run_1/clock_map.png
Bar = 20 um.
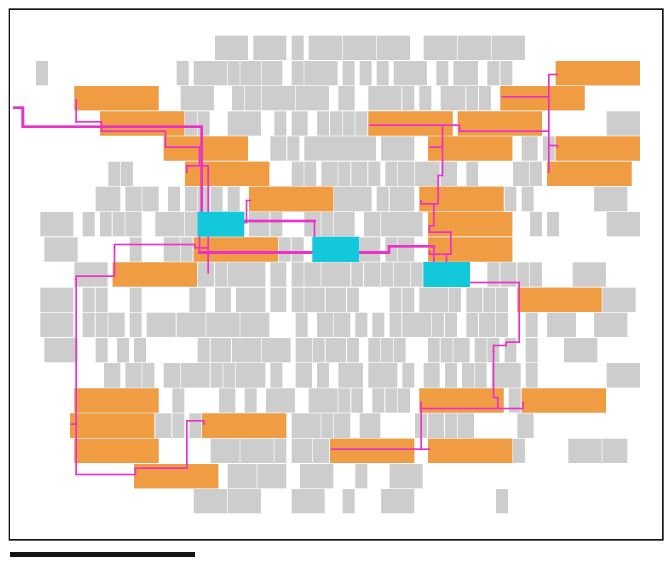
run_1/metal_stack.png
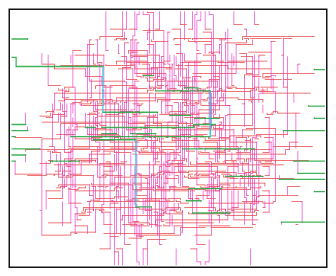
run_1/final_placement.png
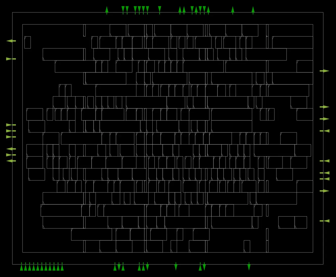
**src/rtl/mips_pkg.sv**
```systemverilog
// mips_pkg: opcode, ALU-class and forward-select encodings
// plus the per-instruction control bundle shared by pipe_ctrl.
package mips_pkg;

   localparam logic [5:0] OP_RTYPE = 6'b000000;
   localparam logic [5:0] OP_LW    = 6'b100011;
   localparam logic [5:0] OP_SW    = 6'b101011;
   localparam logic [5:0] OP_BEQ   = 6'b000100;
   localparam logic [5:0] OP_ADDI  = 6'b001000;

   localparam logic [1:0] ALU_ADD   = 2'b00;
   localparam logic [1:0] ALU_SUB   = 2'b01;
   localparam logic [1:0] ALU_FUNCT = 2'b10;

   localparam logic [1:0] FWD_RF  = 2'b00;
   localparam logic [1:0] FWD_WB  = 2'b01;
   localparam logic [1:0] FWD_MEM = 2'b10;

   typedef struct packed {
      logic       reg_dst;
      logic       alu_src;
      logic [1:0] alu_op;
      logic       mem_read;
      logic       mem_write;
      logic       reg_write;
      logic       mem_to_reg;
   } ctrl_t;

   localparam ctrl_t CTRL_NOP = '0;

endpackage

```
**src/rtl/ctrl_decode.sv**
```systemverilog
// ctrl_decode: combinational opcode to control-bundle decoder.
// Also reports whether the instruction reads its rt field.
module ctrl_decode
   import mips_pkg::*;
(
   input  logic [5:0] i_op,
   output ctrl_t      o_ctrl,
   output logic       o_rt_used
);

   // Opcode table; unknown opcodes decode to an all-zero bundle
   always_comb begin
      o_ctrl    = CTRL_NOP;
      o_rt_used = 1'b0;
      unique case (i_op)
         OP_RTYPE: begin
            o_ctrl.reg_dst   = 1'b1;
            o_ctrl.reg_write = 1'b1;
            o_ctrl.alu_op    = ALU_FUNCT;
            o_rt_used        = 1'b1;
         end
         OP_LW: begin
            o_ctrl.alu_src    = 1'b1;
            o_ctrl.mem_read   = 1'b1;
            o_ctrl.mem_to_reg = 1'b1;
            o_ctrl.reg_write  = 1'b1;
            o_ctrl.alu_op     = ALU_ADD;
         end
         OP_SW: begin
            o_ctrl.alu_src   = 1'b1;
            o_ctrl.mem_write = 1'b1;
            o_ctrl.alu_op    = ALU_ADD;
            o_rt_used        = 1'b1;
         end
         OP_BEQ: begin
            o_ctrl.alu_op = ALU_SUB;
            o_rt_used     = 1'b1;
         end
         OP_ADDI: begin
            o_ctrl.alu_src   = 1'b1;
            o_ctrl.reg_write = 1'b1;
            o_ctrl.alu_op    = ALU_ADD;
         end
         default: begin
            o_ctrl    = CTRL_NOP;
            o_rt_used = 1'b0;
         end
      endcase
   end

endmodule

```
**src/rtl/pipe_ctrl.sv**
```systemverilog
// pipe_ctrl: control pipeline, hazard and forwarding unit for 5-stage MIPS.
// Define PIPE_CTRL_FORWARDING_EN for operand forwarding (load-use stalls only).
module pipe_ctrl
   import mips_pkg::*;
#(
   parameter int IWIDTH = 32,
   parameter int AWIDTH = 5
) (
   input  logic              c_clk,
   input  logic              c_rst,
   input  logic              c_i_ce,
   input  logic [IWIDTH-1:0] c_i_instr,
   input  logic              c_i_branch_taken,
   output logic              c_o_stall,
   output logic              c_o_flush,
   output logic              c_o_RegDst,
   output logic              c_o_ALUSrc,
   output logic [1:0]        c_o_alu_op,
   output logic              c_o_MemRead,
   output logic              c_o_MemWrite,
   output logic              c_o_RegWrite,
   output logic              c_o_MemtoReg,
   output logic [AWIDTH-1:0] c_o_wb_addr,
   output logic [1:0]        c_o_fwd_a,
   output logic [1:0]        c_o_fwd_b
);

   ctrl_t             w_dec;
   logic              w_rt_used;
   logic [AWIDTH-1:0] w_rs;
   logic [AWIDTH-1:0] w_rt;
   logic [AWIDTH-1:0] w_rd;
   logic [AWIDTH-1:0] w_dst;
   logic              w_hazard;
   logic              w_stall;
   logic              w_flush;
   logic              w_unused;

   ctrl_t             r_idex_ctrl;
   logic [AWIDTH-1:0] r_idex_dst;
   logic [AWIDTH-1:0] r_idex_rs;
   logic [AWIDTH-1:0] r_idex_rt;

   logic              r_exmem_mem_read;
   logic              r_exmem_mem_write;
   logic              r_exmem_reg_write;
   logic              r_exmem_mem_to_reg;
   logic [AWIDTH-1:0] r_exmem_dst;

   logic              r_memwb_reg_write;
   logic              r_memwb_mem_to_reg;
   logic [AWIDTH-1:0] r_memwb_dst;

   // True when a stage writing i_d feeds a source read by IF/ID
   function automatic logic f_dep(
      input logic              i_we,
      input logic [AWIDTH-1:0] i_d,
      input logic [AWIDTH-1:0] i_rs,
      input logic [AWIDTH-1:0] i_rt,
      input logic              i_rt_used
   );
      return i_we && (i_d != '0) &&
             ((i_d == i_rs) || (i_rt_used && (i_d == i_rt)));
   endfunction

   ctrl_decode u_dec (
      .i_op      (c_i_instr[IWIDTH-1 -: 6]),
      .o_ctrl    (w_dec),
      .o_rt_used (w_rt_used)
   );

   assign w_rs = c_i_instr[21 +: AWIDTH];
   assign w_rt = c_i_instr[16 +: AWIDTH];
   assign w_rd = c_i_instr[11 +: AWIDTH];

   // Non-writing instructions carry destination 0 down the pipe
   assign w_dst = !w_dec.reg_write ? '0 :
                  (w_dec.reg_dst ? w_rd : w_rt);

`ifdef PIPE_CTRL_FORWARDING_EN
   function automatic logic [1:0] f_fwd(
      input logic [AWIDTH-1:0] i_src,
      input logic              i_mwe,
      input logic [AWIDTH-1:0] i_md,
      input logic              i_wwe,
      input logic [AWIDTH-1:0] i_wd
   );
      if (i_mwe && (i_md != '0) && (i_md == i_src))
         return FWD_MEM;
      if (i_wwe && (i_wd != '0) && (i_wd == i_src))
         return FWD_WB;
      return FWD_RF;
   endfunction

   assign w_hazard = r_idex_ctrl.mem_read &&
                     f_dep(r_idex_ctrl.reg_write, r_idex_dst,
                           w_rs, w_rt, w_rt_used);

   assign c_o_fwd_a = f_fwd(r_idex_rs,
                            r_exmem_reg_write, r_exmem_dst,
                            r_memwb_reg_write, r_memwb_dst);
   assign c_o_fwd_b = f_fwd(r_idex_rt,
                            r_exmem_reg_write, r_exmem_dst,
                            r_memwb_reg_write, r_memwb_dst);

   assign w_unused = ^{c_i_instr[10:0]};
`else
   assign w_hazard =
      f_dep(r_idex_ctrl.reg_write, r_idex_dst,
            w_rs, w_rt, w_rt_used) ||
      f_dep(r_exmem_reg_write, r_exmem_dst,
            w_rs, w_rt, w_rt_used) ||
      f_dep(r_memwb_reg_write, r_memwb_dst,
            w_rs, w_rt, w_rt_used);

   assign c_o_fwd_a = FWD_RF;
   assign c_o_fwd_b = FWD_RF;

   assign w_unused = ^{c_i_instr[10:0], r_idex_rs, r_idex_rt};
`endif

   assign w_flush = c_i_ce && c_i_branch_taken;
   assign w_stall = c_i_ce && !c_i_branch_taken && w_hazard;

   assign c_o_flush = w_flush;
   assign c_o_stall = w_stall;

   // Advance ID/EX -> EX/MEM -> MEM/WB; stall or flush bubbles ID/EX
   always_ff @(posedge c_clk or negedge c_rst) begin
      if (!c_rst) begin
         r_idex_ctrl        <= CTRL_NOP;
         r_idex_dst         <= '0;
         r_idex_rs          <= '0;
         r_idex_rt          <= '0;
         r_exmem_mem_read   <= 1'b0;
         r_exmem_mem_write  <= 1'b0;
         r_exmem_reg_write  <= 1'b0;
         r_exmem_mem_to_reg <= 1'b0;
         r_exmem_dst        <= '0;
         r_memwb_reg_write  <= 1'b0;
         r_memwb_mem_to_reg <= 1'b0;
         r_memwb_dst        <= '0;
      end else if (c_i_ce) begin
         if (w_stall || w_flush) begin
            r_idex_ctrl <= CTRL_NOP;
            r_idex_dst  <= '0;
            r_idex_rs   <= '0;
            r_idex_rt   <= '0;
         end else begin
            r_idex_ctrl <= w_dec;
            r_idex_dst  <= w_dst;
            r_idex_rs   <= w_rs;
            r_idex_rt   <= w_rt;
         end
         r_exmem_mem_read   <= r_idex_ctrl.mem_read;
         r_exmem_mem_write  <= r_idex_ctrl.mem_write;
         r_exmem_reg_write  <= r_idex_ctrl.reg_write;
         r_exmem_mem_to_reg <= r_idex_ctrl.mem_to_reg;
         r_exmem_dst        <= r_idex_dst;
         r_memwb_reg_write  <= r_exmem_reg_write;
         r_memwb_mem_to_reg <= r_exmem_mem_to_reg;
         r_memwb_dst        <= r_exmem_dst;
      end
   end

   assign c_o_RegDst   = r_idex_ctrl.reg_dst;
   assign c_o_ALUSrc   = r_idex_ctrl.alu_src;
   assign c_o_alu_op   = r_idex_ctrl.alu_op;
   assign c_o_MemRead  = r_exmem_mem_read;
   assign c_o_MemWrite = r_exmem_mem_write;
   assign c_o_RegWrite = r_memwb_reg_write;
   assign c_o_MemtoReg = r_memwb_mem_to_reg;
   assign c_o_wb_addr  = r_memwb_dst;

endmodule

```
**config.mk**
```make
export PLATFORM = sky130hd
export DESIGN_NAME = pipe_ctrl
export DESIGN_NICKNAME = d
export VERILOG_FILES = /design/src/rtl/mips_pkg.sv /design/src/rtl/ctrl_decode.sv /design/src/rtl/pipe_ctrl.sv
export SDC_FILE = /design/constraint.sdc
export NUM_CORES = 1
export LEC_CHECK = 0
export ABC_AREA = 1
export ABC_CLOCK_PERIOD_IN_PS = 2600
export CORE_ASPECT_RATIO = 0.8
export CORE_MARGIN = 2
export CORE_UTILIZATION = 50
export CTS_CLUSTER_SIZE = 25
export DETAILED_ROUTE_END_ITERATION = 8
export PLACE_DENSITY = 0.94
export SYNTH_ARGS = -nofsm -noshare
export SYNTH_HDL_FRONTEND = slang
export SYNTH_SLANG_ARGS = --single-unit
```
**constraint.sdc**
```tcl
create_clock -name c_clk -period 2.6 [get_ports c_clk]
set_input_delay 0.26 -clock c_clk [delete_from_list [all_inputs] [get_ports c_clk]]
set_output_delay 0.26 -clock c_clk [all_outputs]
set_load 0.01 [all_outputs]
```
==> qor.tcl, run 1 <==
set qor(status) {complete, no violations}
set qor(synth-edff-count) 0
set qor(fp-utilization) 0.519
set qor(cts_hold_buffers) 0
set qor(yosys.area.top_type) {sky130_fd_sc_hd__dfrtp_1}
set qor(setup.worst_path.class) {in -> out}
set qor(timing.critical_path.cells) {clkdlybuf4s50_1, inv_1, nand2_1, nand2_1, a21oi_1, nand4_1, nand2_1, nand2_2, nand3_1, nand2_2, inv_1, dlymetal6s2s_1}
set qor(post_cts.resized_instances) 0
set qor(rrSetupSlack_ps) 990
set qor(cts_setup_buffers) 0
set qor(tightest_hold_check_type) {in -> async}
set qor(first_global_vias) 1529
set qor(postSynthSeqShare) 0.383
set qor(detailroute.wirelength.met3_um) 264
set qor(path_buffers) 4
set qor(finish.net_count) 323
set qor(io_pins) 55
set qor(wirelength_met1_um) 1950
set qor(synth.most_common_cell) {sky130_fd_sc_hd__nand2_1}
set qor(clk_transition_reported_paths_ps) 90
set qor(detailed_place.area_mm2) 0.00218
set qor(core_area_mm2) 0.00340
set qor(finalCriticalPeriod_ps) 2160
set qor(synth.distinct_cells) 25
set qor(cell_count_in_the_yosys_report) 247
set qor(most_frequent_logic_cell_in_the_layout) {sky130_fd_sc_hd__nand2_1}
set qor(length_of_routed_met2_wiring_um) 2020
set qor(synth_chip_area_mm2) 0.00176
set qor(drv_slew) 0
set qor(hold_viol_final) 0
set qor(postSynth.asyncResetShare) 1.00
set qor(finalSetupViolCount) 0
set qor(die.size.x_um) 70.4
set qor(maximum_fanout_along_the_worst_path) 7
set qor(hpwl_um) 3350
set qor(seq-power_mw) 0.437
set qor(power-top-group) {registers}
set qor(tritoncts) {yes}
set qor(grtUsageMet1) 0.302
set qor(total_power_divided_by_cell_area_mw_per_mm2) 369
set qor(gr-total-overflow) 0
set qor(fin_hold_ws_ps) 347
set qor(synth.cells.most_frequent) {sky130_fd_sc_hd__nand2_1 (74), sky130_fd_sc_hd__inv_1 (29), sky130_fd_sc_hd__dfrtp_1 (27), sky130_fd_sc_hd__nand3_1 (21), sky130_fd_sc_hd__nor2_1 (21)}
set qor(slowest_stage) {sky130_fd_sc_hd__clkdlybuf4s50_1}
set qor(power_frac_comb) 0.185
set qor(drtIter0Drc) 190
set qor(clock.fmax_mhz) 463
set qor(netlist_instances) 247
set qor(critPathTopFamily) {buffers and inverters}
set qor(power_mw) 0.826
set qor(mostFrequentLayoutCells) {sky130_fd_sc_hd__nand2_1 (73), sky130_fd_sc_hd__clkdlybuf4s50_1 (38), sky130_fd_sc_hd__inv_1 (29)}
set qor(period_used_share) 0.830
## Picture notes: clock_map.png
[magenta] clock wires | length: 300 um
[orange] flip-flops | count: 27
[cyan] cells driving clock nets | count: 3
flops lie	spread over the die
routed clock nets	4
Clock net power: 0.236 mW
insertion delay at the late pin of the worst-skew pair: 270 ps
clock network fraction of design power: 0.286
clock skew after layout: 5.90 ps

## Picture notes: metal_stack.png
color	layer	wire length
red	met1	1,950 um
magenta	met2	2,020 um
green	met3	264 um
cyan	met4	35.4 um
total via count after detailed routing: 1,684
Wirelength per Cell: 13.0 um
total track usage: 0.215
total routed wirelength: 4270 um

## Picture notes: final_placement.png
share of the core filled with cells: 0.658
sequential cell count: 27
number of core rows: 19

==> run 1: layout make-up <==
type                    instances  area (um^2)
well taps                      42         52.6
clock inverters                 1         5.00
multi-input cells             181          923
fillers                       278         1160
repair buffers                 43          423
clock buffers                   3         41.3
inverters                      31          116
flip-flops and latches         27          676
==> run 1: final timing paths <==
check,from,endpoint,depth (start not counted)
max,c_i_instr[21],c_o_stall,12
min,c_rst,c_o_wb_addr[0],2
max reg2reg,r_idex_dst[2],r_idex_dst[1],9
min reg2reg,c_o_alu_op[0],c_o_alu_op[0],2
max in group asynchronous,c_rst,c_o_alu_op[0],2
min in group c_clk,c_o_alu_op[0],c_o_alu_op[0],2
==> run 1: logic make-up after synthesis <==
logic type	share of synthesized area
compound gates	0.0872
xor+xnor	0.104
other cells	0.00213
simple gates	0.321
flops	0.383
buf+inv	0.103
run_1/pins.png
Pins as bars across the die edge, other pins in gray.
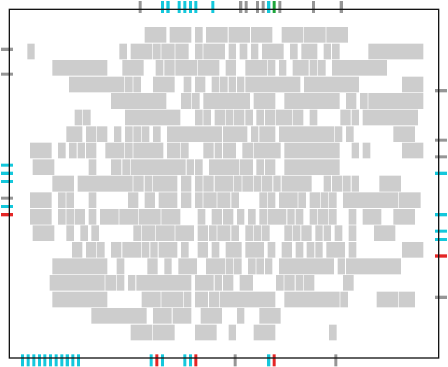

--- run 2 (diff from run 1) ---
--- a/config.mk
+++ b/config.mk
@@ -6,13 +6,13 @@
 export NUM_CORES = 1
 export LEC_CHECK = 0
 export ABC_AREA = 1
-export ABC_CLOCK_PERIOD_IN_PS = 2600
+export ABC_CLOCK_PERIOD_IN_PS = 1700
 export CORE_ASPECT_RATIO = 0.8
 export CORE_MARGIN = 2
-export CORE_UTILIZATION = 50
+export CORE_UTILIZATION = 42
 export CTS_CLUSTER_SIZE = 25
 export DETAILED_ROUTE_END_ITERATION = 8
-export PLACE_DENSITY = 0.94
+export PLACE_DENSITY = 0.85
 export SYNTH_ARGS = -nofsm -noshare
 export SYNTH_HDL_FRONTEND = slang
 export SYNTH_SLANG_ARGS = --single-unit
==> constraint.sdc (replaced) <==
create_clock -name c_clk -period 1.7 [get_ports c_clk]
set_input_delay 0.17 -clock c_clk [delete_from_list [all_inputs] [get_ports c_clk]]
set_output_delay 0.17 -clock c_clk [all_outputs]
set_load 0.01 [all_outputs]
run_2/pins.png
Pins as bars across the die edge, other pins in gray.
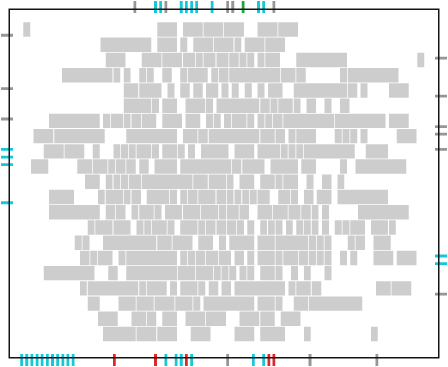
color	port	pins	direction	edge
cyan	c_i_instr	32	input	17 bottom, 9 top, 4 left, 2 right
red	c_o_wb_addr	5	output	bottom
green	c_i_ce	1	input	top
Port-buffer cells: 39
vertical extent of the die: 62.0 um
die width: 76.5 um

==> qor.tcl, run 2 <==
set qor(status) {finished, violations left}
set qor(violations_in_the_final_reports) {setup timing}
set qor(clockPowerShare) 0.288
set qor(rrSetupSlack_ps) 80
set qor(yosys.area.top_type) {sky130_fd_sc_hd__dfrtp_1}
set qor(wirelength_met1_um) 2130
set qor(drtIter0Drc) 150
set qor(fp-utilization) 0.430
set qor(netlist_instances) 247
set qor(clock.fmax_mhz) 560
set qor(synth.distinct_cells) 25
set qor(slowest_stage) {sky130_fd_sc_hd__dfrtp_2}
set qor(endpoint) {c_o_stall}
set qor(grt_util_all_layers) 0.214
set qor(seqCellArea_um2) 679
set qor(fillCellCount) 332
set qor(cts_setup_buffers) 7
set qor(path_buffers) 3
set qor(cts_hold_buffers) 0
set qor(r2r-end) {r_idex_ctrl[1]}
set qor(post_cts.resized_instances) 13
set qor(power-top-group) {registers}
set qor(power_frac_seq) 0.505
set qor(cp_data_required_time_ps) 1530
set qor(total_power_divided_by_cell_area_mw_per_mm2) 513
set qor(synth-edff-count) 0
set qor(io_pins) 55
set qor(clockNetworkPower_mw) 0.380
set qor(core_area_mm2) 0.00410
set qor(finish.net_count) 357
set qor(grtUsageMet1) 0.282
set qor(routed_wire_length_per_instance_um) 13.1
set qor(mostFrequentLayoutCells) {sky130_fd_sc_hd__nand2_1 (71), sky130_fd_sc_hd__buf_4 (36), sky130_fd_sc_hd__clkdlybuf4s50_1 (35)}
set qor(globalplace.congestion) 0.979
set qor(synth_chip_area_mm2) 0.00176
set qor(finalCriticalPeriod_ps) 1780
set qor(cell_count_in_the_yosys_report) 247
set qor(drv_slew) 0
set qor(maximum_fanout_along_the_worst_path) 4
set qor(synth.most_common_cell) {sky130_fd_sc_hd__nand2_1}
set qor(rows) 21
set qor(setup_ws_ps) -84.2
set qor(hold_viol_final) 0
set qor(most_frequent_logic_cell_in_the_layout) {sky130_fd_sc_hd__nand2_1}
set qor(clock_skew_ps) 8.44
set qor(tritoncts) {yes}
set qor(insertion_delay_ps) 280
set qor(finalSetupViolCount) 1
set qor(crit_start) {r_exmem_dst[3]}
set qor(power_frac_comb) 0.207
set qor(seq-power_mw) 0.667
set qor(tightest_hold_check_type) {in -> async}
set qor(hpwl_um) 3430
set qor(fin_hold_ws_ps) 261
set qor(gr-total-overflow) 0
set qor(postSynthSeqShare) 0.383
set qor(period_used_share) 1.05
set qor(r2r.worst_path.cells) 11
set qor(synth.cells.most_frequent) {sky130_fd_sc_hd__nand2_1 (74), sky130_fd_sc_hd__inv_1 (29), sky130_fd_sc_hd__dfrtp_1 (27), sky130_fd_sc_hd__nand3_1 (21), sky130_fd_sc_hd__nor2_1 (21)}
set qor(clk_transition_reported_paths_ps) 100
set qor(postSynth.asyncResetShare) 1.00
set qor(detailroute.wirelength.met3_um) 345
set qor(detailroute.via_count) 1856
set qor(timing.critical_path.cells) {buf_6, xor2_1, nor2_1, nand3_1, nand2_1, nand2_2, nand3_2, nand2_2, inv_2, buf_6}
set qor(crit-reg2reg-launch) {r_exmem_dst[3]}
set qor(power_mw) 1.32
set qor(first_global_vias) 1773
-- run 2: stage by stage --
stage,instance area [um^2],TNS (ps)
finish,2570,-84.2
global route,2570,-187
CTS,2520,-82.2
detailed placement,2410,-2090
global placement,2410,-2140
floorplan,1780,0
-- run 2: area by class of cell --
class                           instances  share of cell area
Tap cell                               57              0.0277
Inverter                               31              0.0452
Clock buffer                            4              0.0175
Multi-Input combinational cell        181               0.379
Timing Repair Buffer                   77               0.267
Sequential cell                        27               0.264
-- run 2: cells by family (layout without fill, tap and decap cells) --
kind of cell | Yosys count | after routing | synth area share
compound gates | 26 | 26 | 0.0872
buf+inv | 42 | 112 | 0.103
other cells | 1 | 4 | 0.00213
simple gates | 130 | 130 | 0.321
xor+xnor | 21 | 21 | 0.104
flops | 27 | 27 | 0.383
Power is estimated from default activity; no workload was simulated.
